==> config.mk <==
export PLATFORM = sky130hd
export DESIGN_NAME = decode_stage_flat
export DESIGN_NICKNAME = d
export VERILOG_FILES = /design/src/rtl/instruction_pkg.sv /design/src/rtl/decode_stage_if.sv /design/src/rtl/inst_decoder.sv /design/src/rtl/decode_stage.sv /design/src/flat_wrapper.sv
export SDC_FILE = /design/constraint.sdc
export NUM_CORES = 1
export LEC_CHECK = 0
export CAP_MARGIN = 5
export CORE_ASPECT_RATIO = 1.5
export CORE_MARGIN = 2
export CORE_UTILIZATION = 43
export DETAILED_ROUTE_END_ITERATION = 7
export PLACE_DENSITY = 0.9
export SLEW_MARGIN = 20
export SYNTH_ARGS = -nofsm -noshare
export SYNTH_HDL_FRONTEND = slang
export SYNTH_SLANG_ARGS = --single-unit
==> constraint.sdc <==
create_clock -name clk -period 5.4 [get_ports clk]
set_clock_uncertainty 0.2 [all_clocks]
set_input_delay 1.08 -clock clk [delete_from_list [all_inputs] [get_ports clk]]
set_output_delay 1.08 -clock clk [all_outputs]
set_load 0.01 [all_outputs]
==> src/rtl/instruction_pkg.sv <==
// Shared RV32I(+M) decode definitions: opcodes, immediate kinds, the decoded
// instruction record handed from ID to EXE, and immediate sign extension.
package instruction_pkg;

    localparam int ARCH_LEN     = 32;
    localparam int REG_FILE_LEN = 32;
    localparam int RA_W         = $clog2(REG_FILE_LEN);

    localparam logic [6:0] OPC_OP     = 7'b0110011;
    localparam logic [6:0] OPC_OP_IMM = 7'b0010011;
    localparam logic [6:0] OPC_LOAD   = 7'b0000011;
    localparam logic [6:0] OPC_STORE  = 7'b0100011;

    localparam logic [6:0] FUNC7_BASE   = 7'b0000000;
    localparam logic [6:0] FUNC7_ALT    = 7'b0100000;
    localparam logic [6:0] FUNC7_MULDIV = 7'b0000001;

    typedef enum logic [1:0] {IMM_NONE, IMM_I, IMM_S} imm_type_e;

    typedef enum logic {ST_RUN, ST_BUBBLE} stage_state_e;

    typedef struct packed {
        logic                valid;
        logic                is_reg_reg;
        logic                is_load;
        logic                is_store;
        logic                is_mul;
        logic                reg_write_enable;
        logic                reg_data_ready;
        logic [RA_W-1:0]     dst_reg;
        logic [2:0]          func3;
        logic [6:0]          func7;
        logic [ARCH_LEN-1:0] src_data_1;
        logic [ARCH_LEN-1:0] src_data_2;
        logic [ARCH_LEN-1:0] imm;
        logic [ARCH_LEN-1:0] dst_reg_data;
    } inst_decoded_t;

    // hi = instr[31:25], lo_i = instr[24:20], lo_s = instr[11:7]
    function automatic logic [ARCH_LEN-1:0] sext_imm(input logic [6:0] hi,
                                                     input logic [4:0] lo_i,
                                                     input logic [4:0] lo_s,
                                                     input imm_type_e  kind);
        logic signed [11:0] raw;
        case (kind)
            IMM_I:   raw = {hi, lo_i};
            IMM_S:   raw = {hi, lo_s};
            default: raw = '0;
        endcase
        return ARCH_LEN'(raw);
    endfunction

endpackage

==> src/rtl/decode_stage_if.sv <==
// Bus bundle around the ID stage: fetch handshake, register-file read port,
// flush and the ID->EXE handshake. The stage is the slave side.
interface decode_stage_if;
    import instruction_pkg::*;

    logic                if_valid_i;
    logic                if_ready_o;
    logic [31:0]         if_instr_i;
    logic [RA_W-1:0]     rf_raddr1_o;
    logic [RA_W-1:0]     rf_raddr2_o;
    logic [ARCH_LEN-1:0] rf_rdata1_i;
    logic [ARCH_LEN-1:0] rf_rdata2_i;
    logic                flush_i;
    logic                id_valid_o;
    logic                id_ready_i;
    inst_decoded_t       id_inst_o;
    logic                illegal_o;

    modport slave (
        input  if_valid_i, if_instr_i, rf_rdata1_i, rf_rdata2_i, flush_i, id_ready_i,
        output if_ready_o, rf_raddr1_o, rf_raddr2_o, id_valid_o, id_inst_o, illegal_o
    );

    modport master (
        output if_valid_i, if_instr_i, rf_rdata1_i, rf_rdata2_i, flush_i, id_ready_i,
        input  if_ready_o, rf_raddr1_o, rf_raddr2_o, id_valid_o, id_inst_o, illegal_o
    );

endinterface

==> src/rtl/inst_decoder.sv <==
// Combinational RV32I word decoder producing inst_decoded_t plus illegal flag.
// Optional feature macro: M_EXT_EN (accepts the MUL/DIV func7 on OP).
module inst_decoder
    import instruction_pkg::*;
(
    input  logic [31:0]         instr,
    input  logic [ARCH_LEN-1:0] rs1_data,
    input  logic [ARCH_LEN-1:0] rs2_data,
    output inst_decoded_t       dec,
    output logic                illegal,
    output logic [RA_W-1:0]     rs1_addr,
    output logic [RA_W-1:0]     rs2_addr,
    output logic                uses_rs1,
    output logic                uses_rs2
);

    logic [6:0]      opcode;
    logic [6:0]      func7;
    logic [RA_W-1:0] rd;
    imm_type_e       imm_type;
    logic            wr_cand;

    assign opcode   = instr[6:0];
    assign func7    = instr[31:25];
    assign rd       = instr[7 +: RA_W];
    assign rs1_addr = instr[15 +: RA_W];
    assign rs2_addr = instr[20 +: RA_W];
    assign uses_rs1 = !illegal;

    always_comb begin
        dec            = '0;
        illegal        = 1'b0;
        imm_type       = IMM_NONE;
        wr_cand        = 1'b0;
        uses_rs2       = 1'b0;
        dec.valid      = 1'b1;
        dec.dst_reg    = rd;
        dec.func3      = instr[14:12];
        dec.func7      = func7;
        dec.src_data_1 = rs1_data;

        case (opcode)
            OPC_OP: begin
                if (func7 == FUNC7_BASE || func7 == FUNC7_ALT) begin
                    dec.is_reg_reg = 1'b1;
                    dec.src_data_2 = rs2_data;
                    wr_cand        = 1'b1;
                    uses_rs2       = 1'b1;
                end
`ifdef M_EXT_EN
                else if (func7 == FUNC7_MULDIV) begin
                    dec.is_reg_reg = 1'b1;
                    dec.is_mul     = 1'b1;
                    dec.src_data_2 = rs2_data;
                    wr_cand        = 1'b1;
                    uses_rs2       = 1'b1;
                end
`endif
                else begin
                    illegal = 1'b1;
                end
            end
            OPC_OP_IMM: begin
                imm_type = IMM_I;
                wr_cand  = 1'b1;
            end
            OPC_LOAD: begin
                dec.is_load = 1'b1;
                imm_type    = IMM_I;
                wr_cand     = 1'b1;
            end
            OPC_STORE: begin
                dec.is_store   = 1'b1;
                imm_type       = IMM_S;
                dec.src_data_2 = rs2_data;
                uses_rs2       = 1'b1;
            end
            default: illegal = 1'b1;
        endcase

        dec.imm = sext_imm(instr[31:25], instr[24:20], instr[11:7], imm_type);
        // Stores carry rs2 data on src2; the immediate is only for address generation.
        if (imm_type != IMM_NONE && !dec.is_store) begin
            dec.src_data_2 = dec.imm;
        end
        dec.reg_write_enable = wr_cand && (rd != '0);
        dec.reg_data_ready   = !dec.is_load && !dec.is_mul;
    end

endmodule

==> src/rtl/decode_stage.sv <==
// ID pipeline stage: fetch handshake, load-use hazard bubble, flush and the
// registered ID->EXE record. Optional feature macro: M_EXT_EN (in inst_decoder).
module decode_stage
    import instruction_pkg::*;
(
    input logic           clk,
    input logic           rst_n,
    decode_stage_if.slave bus
);

    inst_decoded_t   dec;
    logic            dec_illegal;
    logic [RA_W-1:0] rs1_addr;
    logic [RA_W-1:0] rs2_addr;
    logic            uses_rs1;
    logic            uses_rs2;

    inst_decoded_t   inst_p0;
    logic            illegal_p0;
    logic            vld_p0;
    stage_state_e    state;

    logic            hazard;
    logic            if_ready;
    logic            accept;

    inst_decoder u_dec (
        .instr    (bus.if_instr_i),
        .rs1_data (bus.rf_rdata1_i),
        .rs2_data (bus.rf_rdata2_i),
        .dec      (dec),
        .illegal  (dec_illegal),
        .rs1_addr (rs1_addr),
        .rs2_addr (rs2_addr),
        .uses_rs1 (uses_rs1),
        .uses_rs2 (uses_rs2)
    );

    assign vld_p0 = inst_p0.valid;

    // A load still in ID whose result the offered word needs: hold the word back.
    assign hazard = bus.if_valid_i && vld_p0 && inst_p0.is_load &&
                    inst_p0.reg_write_enable && (inst_p0.dst_reg != '0) &&
                    ((uses_rs1 && inst_p0.dst_reg == rs1_addr) ||
                     (uses_rs2 && inst_p0.dst_reg == rs2_addr));

    assign if_ready = (!vld_p0 || bus.id_ready_i) && !hazard &&
                      (state == ST_RUN) && !bus.flush_i;
    assign accept   = bus.if_valid_i && if_ready;

    assign bus.if_ready_o  = if_ready;
    assign bus.rf_raddr1_o = rs1_addr;
    assign bus.rf_raddr2_o = rs2_addr;
    assign bus.id_valid_o  = vld_p0;
    assign bus.id_inst_o   = inst_p0;
    assign bus.illegal_o   = illegal_p0;

    // ---- ID -> EXE register and bubble FSM ----
    always_ff @(posedge clk or negedge rst_n) begin
        if (!rst_n) begin
            inst_p0    <= '0;
            illegal_p0 <= 1'b0;
            state      <= ST_RUN;
        end else if (bus.flush_i) begin
            inst_p0.valid <= 1'b0;
            illegal_p0    <= 1'b0;
            state         <= ST_RUN;
        end else begin
            if (accept) begin
                inst_p0    <= dec;
                illegal_p0 <= dec_illegal;
            end else if (bus.id_ready_i) begin
                inst_p0.valid <= 1'b0;
                illegal_p0    <= 1'b0;
            end

            case (state)
                ST_RUN:    if (hazard && bus.id_ready_i) state <= ST_BUBBLE;
                ST_BUBBLE: state <= ST_RUN;
                default:   state <= ST_RUN;
            endcase
        end
    end

endmodule

==> src/flat_wrapper.sv <==
// flat-port wrapper written by rule: the top's interface ports become plain ports
module decode_stage_flat import instruction_pkg::*;
  (clk, rst_n, bus_if_valid_i, bus_if_instr_i, bus_rf_rdata1_i, bus_rf_rdata2_i, bus_flush_i, bus_id_ready_i, bus_if_ready_o, bus_rf_raddr1_o, bus_rf_raddr2_o, bus_id_valid_o, bus_id_inst_o, bus_illegal_o);
  decode_stage_if bus_i ();
  input logic clk;
  input logic rst_n;
  input wire logic [$bits(bus_i.if_valid_i)-1:0] bus_if_valid_i;
  input wire logic [$bits(bus_i.if_instr_i)-1:0] bus_if_instr_i;
  input wire logic [$bits(bus_i.rf_rdata1_i)-1:0] bus_rf_rdata1_i;
  input wire logic [$bits(bus_i.rf_rdata2_i)-1:0] bus_rf_rdata2_i;
  input wire logic [$bits(bus_i.flush_i)-1:0] bus_flush_i;
  input wire logic [$bits(bus_i.id_ready_i)-1:0] bus_id_ready_i;
  output wire logic [$bits(bus_i.if_ready_o)-1:0] bus_if_ready_o;
  output wire logic [$bits(bus_i.rf_raddr1_o)-1:0] bus_rf_raddr1_o;
  output wire logic [$bits(bus_i.rf_raddr2_o)-1:0] bus_rf_raddr2_o;
  output wire logic [$bits(bus_i.id_valid_o)-1:0] bus_id_valid_o;
  output wire logic [$bits(bus_i.id_inst_o)-1:0] bus_id_inst_o;
  output wire logic [$bits(bus_i.illegal_o)-1:0] bus_illegal_o;
  assign bus_i.if_valid_i = bus_if_valid_i;
  assign bus_i.if_instr_i = bus_if_instr_i;
  assign bus_i.rf_rdata1_i = bus_rf_rdata1_i;
  assign bus_i.rf_rdata2_i = bus_rf_rdata2_i;
  assign bus_i.flush_i = bus_flush_i;
  assign bus_i.id_ready_i = bus_id_ready_i;
  assign bus_if_ready_o = bus_i.if_ready_o;
  assign bus_rf_raddr1_o = bus_i.rf_raddr1_o;
  assign bus_rf_raddr2_o = bus_i.rf_raddr2_o;
  assign bus_id_valid_o = bus_i.id_valid_o;
  assign bus_id_inst_o = bus_i.id_inst_o;
  assign bus_illegal_o = bus_i.illegal_o;
  decode_stage u_core (.clk(clk), .rst_n(rst_n), .bus(bus_i));
endmodule
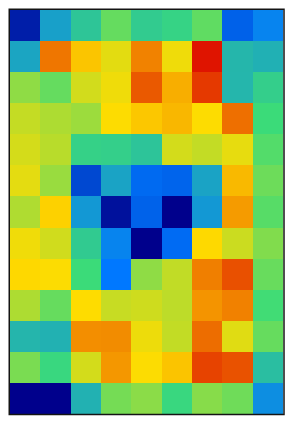
**Above:** cell density map.
(3 px per µm) 9 x 13 tiles, from dark blue (low) to red (high), 0 to 100% covered.
nearly empty tiles: 3.4%
fullest tile: 98%
mean over tiles: 57%
tiles over 75% full: 22%
core area: 0.0111 mm²
fp_density: 44.2%
final core utilization: 65.3%

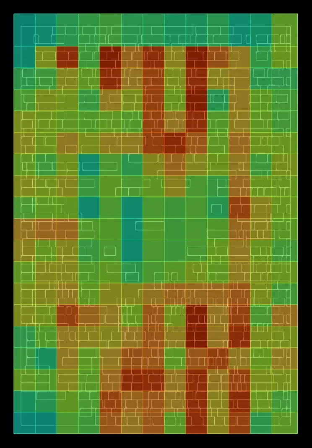
**Above:** routing congestion map.
WL/cell: 17.4 µm
gr busiest metal: met2

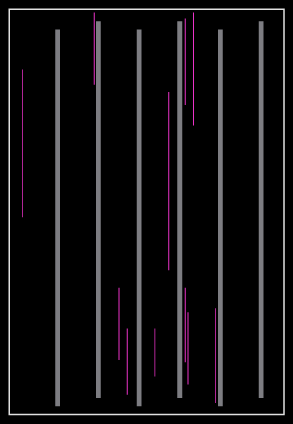
**Above:** met4 routing.
(3 px per µm) Supply wires on this layer in grey.
main direction: vertical
wire length on this layer: 339 µm
nets with wire on the layer: 11
share of all routed wire: 2.6%

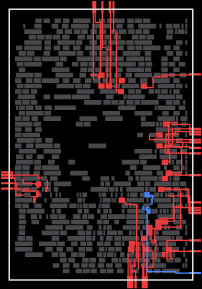
**Above:** I/O nets highlighted.
(2 px per µm)
[blue] bus_flush_i | bits: 1 | direction: input | edge: east | end cells: 3 | buffers: 1 | wire: 73.2 µm
[red] bus_rf_rdata2_i | bits: 32 | direction: input | edge: 15 east, 7 south, 5 west, 5 north | end cells: 32 | buffers: 32 | wire: 897 µm
count of input and output buffers: 230
io pins: 264

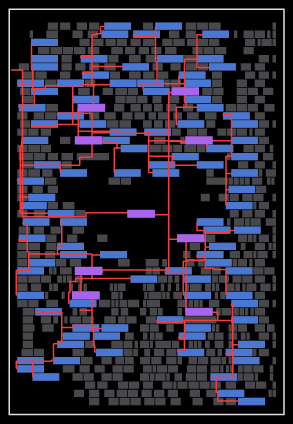
**Above:** clock wires, drivers and flops.
(3 px per µm)
[red] clock wires | length: 1110 µm
[blue] flip-flops | count: 99
[purple] cells driving clock nets | count: 9
routed clock nets: 10
flops lie: spread over the die

[state kept, by name, summed over array words and instances (netlist names)]
signal / count
u_core.bus.id_inst_o: 96
u_core.bus.id_valid_o: 1
u_core.bus.illegal_o: 1
u_core.state: 1
[cells by family after synthesis]
kind of cell             count (synthesis)  synth area share [%]
buffers and inverters                  109                  15.1
flip-flops                              99                  50.7
AND-OR/OR-AND                           73                  10.5
multiplexers                            70                  16.0
AND/OR/NAND/NOR                         51                  5.15
XOR/XNOR                                10                  1.79
adder cells (fa/ha/maj)                  3                 0.768
other                                    1                0.0767
[power by group through the flow]
stage          clock (µW)  combinational, µW  sequential (µW)
2_1_floorplan           0                163              918
3_3_place_gp            0                457              881
3_5_place_dp            0                470              887
4_1_cts               690                473              874
5_1_grt               722                501              883
6_report              673                467              874
==> impl_metrics.tcl <==
# collected from the flow reports
set metrics [dict create \
    comb_power_share_pct 23.2 \
    dp_hpwl_mm 10.3 \
    yosysTopAreaCell "dfrtp_1" \
    path_delay_family "simple AND/OR/NAND/NOR gates" \
    yosysWarnings 0 \
    switching_power_uw 504 \
    fin_crit_sh_pct 92.3 \
    r2r-start "u_core.bus.id_inst_o[142]" \
    vias 3810 \
    crit_arrival_ps 5030 \
    ys_top_cells_by_count "99 x dfrtp_1, 65 x buf_4, 65 x mux2_2" \
    grt_usage_pct 22.0 \
    finalPower_uw 2010 \
    endpoint "u_core.bus.id_inst_o[90]" \
    post_cts_resized 0 \
    ff_type "dfrtp_1" \
    yosysCellCount 416 \
    fin_tns_setup_ps 0 \
    placed_area_mm2 0.00691 \
    met3_usage_pct 6.92 \
    fin_nets 714 \
    routabilityCongestion 0.737 \
    taps 147 \
    min_period_ps 4980 \
    clockBufferDepth 2 \
    comb_cells 240 \
    wl_met2_mm 7.30 \
    drive_gt1_share_pct 15.3 \
    clk_pin_slew_ps 60 \
    whs_ps 303 \
    synthArstFlopShare_pct 100 \
    rr_endpoint "u_core.bus.id_inst_o[70]" \
    area_delta_synth_final_pct 47.8 \
    max_slew_margin_pct 27.9 \
    switching_share_pct 25.0 \
    die_height_um 135 \
    ant_nets 0 \
    cts.sinks 99 \
    edf_count 0 \
    mi_logic_area_mm2 0.00180 \
    finalWirelength_mm 13.3 \
    fin_ws_ps 416 \
    tool_warnings 28 \
    grt_pass1_vias 4099 \
    worst-setup-path-type "input pin to flip-flop" \
    netlist_area_mm2 0.00489 \
    p_clk_share_pct 33.4 \
    ff_count 99 \
    final-nonclk-buf-share_pct 32.6 \
    wl_met3_mm 1.13 \
    min_from "u_core.bus.id_inst_o[35]" \
    fin_cells 762 \
    remaining_drc_errors 0 \
    worst_slew_pin_slew_ps 1080 \
    nFillCells 863 \
    ys_seq_share_pct 50.7 \
    hold_buffers 0 \
    hold_viol 0 \
    top_cells_by_area "dfrtp_1 51%, mux2_2 15%, buf_4 10%, a2111oi_0 3.0%, a21oi_1 2.5%" \
    seq_area_mm2 0.00248 \
    post-place-cells 746 \
    drt_first_pass_iters 4 \
    slew_violations 0 \
    clock.fmax_mhz 201 \
    p_leak_uw 0.00306 \
    rsz0062_at_grt "no" \
    met1_usage_pct 23.3 \
    startpoint "bus_if_instr_i[6]" \
    dominant-cell-class "sequential cells" \
    sh_comb_area_pct 24.9 \
    top_layer "met4" \
    grt_use_met2_pct 40.7 \
    path_cells "clkdlybuf4s50_1, and2b_1, or4b_2, nor2_1, inv_1, ha_1, nor3b_1, and2_1, a2111oi_0, a21oi_1" \
    seqPwrFrac_pct 43.4 \
    crit_path_max_fanout 21 \
    seq_area_share_pct 34.3 \
    grt_pass1_wl_mm 21.4 \
    cts_tree "yes" \
    nClkBuffers 9 \
    internal_power_uw 1510 \
    top_area_share_pct 50.7 \
    cts_buffers 9 \
    clock_cell_area_share_pct 4.40 \
    layout_top_cells "229 x clkdlybuf4s50_1, 99 x dfrtp_1, 65 x mux2_2, 33 x conb_1" \
    rows 47 \
    whs_endpoint "u_core.bus.id_inst_o[35]" \
    inv_count 24 \
    avgViaCountPerCell 5.00 \
    synth_flops 99 \
    ff2ff_setup_slack_ps 2550 \
    place_ws_ps 123 \
    gr-total-overflow 0 \
    cts_setup_buffers 0 \
    status "complete, no violations" \
    final_layout_top_logic_cell "clkdlybuf4s50_1" \
    cp_slowest_cell "nor3b_1" \
    wl_met1_mm 4.53 \
    crit_buf_inv 2 \
    powerDensity_mw_per_mm2 279 \
    antenna_found_initial 0 \
    start_kind "input pin" \
    postSynthAreaPerCell_um2 11.7 \
    clkLatencyLatePin_ps 330 \
    reg2reg_depth 8 \
    die_x_um 91.0 \
    cap_viol_max_count 0 \
    hp-class "flip-flop to flip-flop" \
    postSynthCellCount 416 \
    clock-root-buffer "clkbuf_16" \
    grt_max_degree 63 \
    top_cell "dfrtp_1" \
    synth_cell_types 37 \
    setup_viol 0 \
    end_kind "flip-flop" \
    worst_ep_required_time_ps 5450 \
    die_area_mm2 0.0123 \
    num-nonclk-buffers 236 \
    cts_max_level 3 \
    design_area_mm2 0.00722 \
    num_antenna_cells 0 \
]
